[config.mk]
export PLATFORM = sky130hd
export DESIGN_NAME = adder_seg_64u
export DESIGN_NICKNAME = d
export VERILOG_FILES = /design/src/rtl/adder_seg_pkg.sv /design/src/rtl/adder_seg_slice.sv /design/src/rtl/adder_seg_64u.sv
export SDC_FILE = /design/constraint.sdc
export NUM_CORES = 1
export LEC_CHECK = 0
export CAP_MARGIN = 10
export CORE_UTILIZATION = 47
export CTS_CLUSTER_DIAMETER = 80
export DETAILED_ROUTE_END_ITERATION = 10
export MAX_ROUTING_LAYER = met4
export PLACE_DENSITY = 0.75
export SYNTH_ARGS = -nofsm -noshare
export SYNTH_HDL_FRONTEND = slang
export SYNTH_SLANG_ARGS = --single-unit
export TNS_END_PERCENT = 50
[constraint.sdc]
create_clock -name clk -period 8.13 [get_ports clk]
set_clock_uncertainty 0.05 [all_clocks]
set_input_delay 0.813 -clock clk [delete_from_list [all_inputs] [get_ports clk]]
set_output_delay 0.813 -clock clk [all_outputs]
set_load 0.02 [all_outputs]
[src/rtl/adder_seg_pkg.sv]
// -----------------------------------------------------------------------------
// adder_seg_pkg
// Shared constants, types and helpers for the segmented 64-bit adder.
//   WIDTH         : operand width (64)
//   SEG_W_DEFAULT : default segment width processed per cycle
//   state_e       : controller states IDLE / RUN / DONE
//   num_seg()     : number of segments for a given segment width
//   idx_width()   : width of the segment index counter (never below 1 bit)
// -----------------------------------------------------------------------------
package adder_seg_pkg;

  localparam int WIDTH         = 64;
  localparam int SEG_W_DEFAULT = 16;

  typedef enum logic [1:0] {
    IDLE = 2'd0,
    RUN  = 2'd1,
    DONE = 2'd2
  } state_e;

  function automatic int num_seg(input int seg_w);
    return WIDTH / seg_w;
  endfunction

  // A single-segment build still needs a 1-bit index register.
  function automatic int idx_width(input int n);
    return (n > 1) ? $clog2(n) : 1;
  endfunction

endpackage

[src/rtl/adder_seg_slice.sv]
// -----------------------------------------------------------------------------
// adder_seg_slice
// Purely combinational SEG_W-bit ripple adder built from per-bit
// generate/propagate terms.
// Ports:
//   a_i, b_i  : SEG_W-bit operand segments
//   cin_i     : carry into bit 0 of the segment
//   sum_o     : SEG_W-bit segment sum
//   cout_o    : carry out of the segment MSB
// -----------------------------------------------------------------------------
module adder_seg_slice #(
  parameter int SEG_W = 16
) (
  input  logic [SEG_W-1:0] a_i,
  input  logic [SEG_W-1:0] b_i,
  input  logic             cin_i,
  output logic [SEG_W-1:0] sum_o,
  output logic             cout_o
);

  logic [SEG_W-1:0] gen;
  logic [SEG_W-1:0] prop;
  logic [SEG_W:0]   carry;

  assign gen      = a_i & b_i;
  assign prop     = a_i ^ b_i;
  assign carry[0] = cin_i;

  for (genvar gi = 0; gi < SEG_W; gi++) begin : g_ripple
    assign carry[gi+1] = gen[gi] | (prop[gi] & carry[gi]);
  end

  assign sum_o  = prop ^ carry[SEG_W-1:0];
  assign cout_o = carry[SEG_W];

endmodule

[src/rtl/adder_seg_64u.sv]
// -----------------------------------------------------------------------------
// adder_seg_64u
// Unsigned 64-bit adder that processes SEG_W bits per clock, least
// significant segment first, with valid/ready handshakes on both sides.
// Operands are captured on accept, so a/b may change while the add runs.
// Latency from the accepting edge to out_valid is 64/SEG_W cycles; a new
// operand pair may be accepted in the same cycle the previous result retires.
//
// Optional feature: define ADDER_SEG_CIN_EN to add a carry-in port (cin),
// sampled together with a and b. Without it the carry-in is 0.
//
// Ports:
//   clk        : clock, all state on rising edge
//   rst        : synchronous active-high reset (discards any operation)
//   cin        : carry-in (only with ADDER_SEG_CIN_EN)
//   in_valid   : a/b valid         in_ready  : operands accepted this cycle
//   a, b       : 64-bit operands
//   out_valid  : sum/cout valid    out_ready : consumer takes result
//   sum        : a+b(+cin) mod 2^64
//   cout       : carry out of bit 63
// -----------------------------------------------------------------------------
module adder_seg_64u
  import adder_seg_pkg::*;
#(
  parameter int SEG_W = SEG_W_DEFAULT
) (
  input  logic             clk,
  input  logic             rst,
`ifdef ADDER_SEG_CIN_EN
  input  logic             cin,
`endif
  input  logic             in_valid,
  output logic             in_ready,
  input  logic [WIDTH-1:0] a,
  input  logic [WIDTH-1:0] b,
  output logic             out_valid,
  input  logic             out_ready,
  output logic [WIDTH-1:0] sum,
  output logic             cout
);

  localparam int NUM_SEG = num_seg(SEG_W);
  localparam int IDX_W   = idx_width(NUM_SEG);

  state_e           state_q;
  logic [IDX_W-1:0] idx_q;
  logic             carry_q;
  logic [WIDTH-1:0] a_q;
  logic [WIDTH-1:0] b_q;
  logic [WIDTH-1:0] sum_q;
  logic [WIDTH-1:0] sum_d;
  logic             cout_q;

  logic             accept;
  logic             carry_in;
  logic             last_seg;
  logic [SEG_W-1:0] seg_a;
  logic [SEG_W-1:0] seg_b;
  logic [SEG_W-1:0] seg_sum;
  logic             seg_cout;

`ifdef ADDER_SEG_CIN_EN
  assign carry_in = cin;
`else
  assign carry_in = 1'b0;
`endif

  // Ready in IDLE, or in DONE when the current result is being taken.
  assign in_ready  = (state_q == IDLE) || ((state_q == DONE) && out_ready);
  assign accept    = in_valid && in_ready;
  assign out_valid = (state_q == DONE);
  assign sum       = sum_q;
  assign cout      = cout_q;
  assign last_seg  = (idx_q == IDX_W'(NUM_SEG - 1));

  // Segment selection from the captured operands.
  if (NUM_SEG == 1) begin : g_single
    assign seg_a = a_q;
    assign seg_b = b_q;
  end else begin : g_multi
    logic [SEG_W-1:0] a_seg [NUM_SEG];
    logic [SEG_W-1:0] b_seg [NUM_SEG];
    for (genvar gi = 0; gi < NUM_SEG; gi++) begin : g_seg
      assign a_seg[gi] = a_q[gi*SEG_W +: SEG_W];
      assign b_seg[gi] = b_q[gi*SEG_W +: SEG_W];
    end
    assign seg_a = a_seg[idx_q];
    assign seg_b = b_seg[idx_q];
  end

  adder_seg_slice #(
    .SEG_W (SEG_W)
  ) u_slice (
    .a_i    (seg_a),
    .b_i    (seg_b),
    .cin_i  (carry_q),
    .sum_o  (seg_sum),
    .cout_o (seg_cout)
  );

  // Result register with the current segment replaced.
  always_comb begin
    sum_d = sum_q;
    for (int i = 0; i < NUM_SEG; i++) begin
      if (idx_q == IDX_W'(i)) begin
        sum_d[i*SEG_W +: SEG_W] = seg_sum;
      end
    end
  end

  always_ff @(posedge clk) begin
    if (rst) begin
      state_q <= IDLE;
      idx_q   <= '0;
      carry_q <= 1'b0;
      a_q     <= '0;
      b_q     <= '0;
      sum_q   <= '0;
      cout_q  <= 1'b0;
    end else begin
      case (state_q)
        IDLE: begin
          if (accept) begin
            a_q     <= a;
            b_q     <= b;
            idx_q   <= '0;
            carry_q <= carry_in;
            state_q <= RUN;
          end
        end
        RUN: begin
          sum_q   <= sum_d;
          carry_q <= seg_cout;
          idx_q   <= idx_q + 1'b1;
          if (last_seg) begin
            cout_q  <= seg_cout;
            state_q <= DONE;
          end
        end
        DONE: begin
          if (out_ready) begin
            if (in_valid) begin
              // Retire and restart in the same cycle.
              a_q     <= a;
              b_q     <= b;
              idx_q   <= '0;
              carry_q <= carry_in;
              state_q <= RUN;
            end else begin
              state_q <= IDLE;
            end
          end
        end
        default: state_q <= IDLE;
      endcase
    end
  end

endmodule

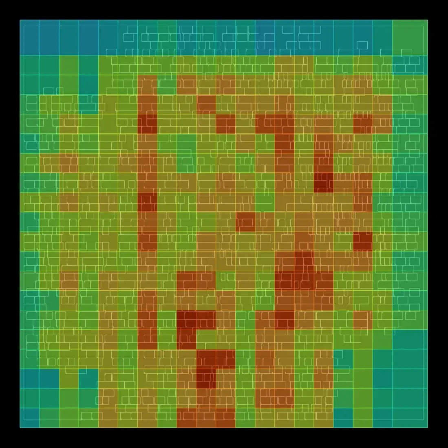
*Routing congestion map*
grt met2 use: 0.3510
grt met1 use: 0.2917
gr usage total: 0.2206

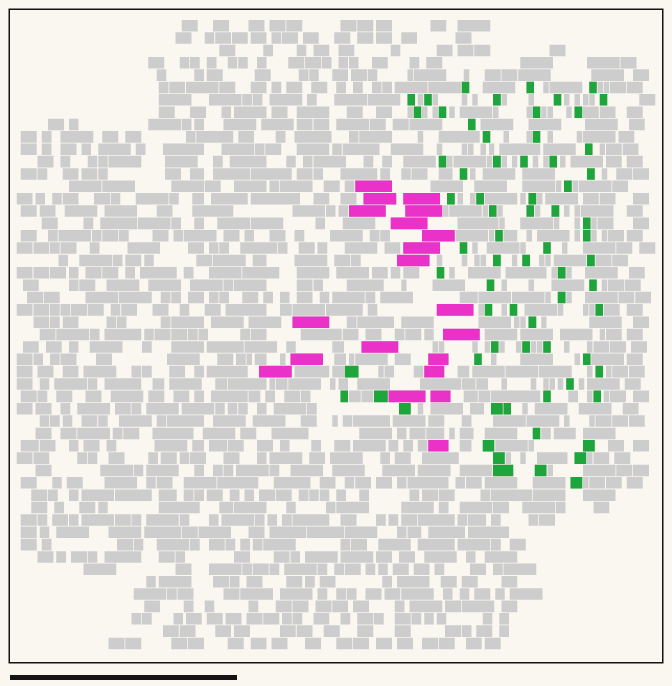
*Gate-type map*
The bar under the picture is 50 microns long.
colour	family	cells	most used
magenta	adder and majority cells	20	fa_2
green	inverting AOI/OAI gates	69	a21oi_1
non-filler cells, final: 1358
Comb/total area: 0.4162
most numerous logic cell after layout: nand2b_1

==> flow_summary.json <==
{
  "crit_family": "adder cells",
  "warnings": 35,
  "top_usage_layer": "met2",
  "p_sw_frac": 0.2612,
  "antenna_found_initial": 0,
  "ys_chip_area_sq_um": 9415,
  "cp.depth": 21,
  "placedCellCount": 1326,
  "reg2reg_depth": 21,
  "clk_pin_slew_ps": 70,
  "ys_async_sr_fraction": 0,
  "grt_max_degree": 210,
  "power_switching_uw": 596.8,
  "synth_stat.cells": 927,
  "cp_max_fo": 4,
  "power_uw": 2285,
  "place_congestion": 0.8073,
  "area_share_clock_buf_inv": 0.05074,
  "dieArea_sq_um": 20600,
  "ant_nets": 0,
  "endpoint_kind": "register",
  "fillers": 1711,
  "status": "completed"
}
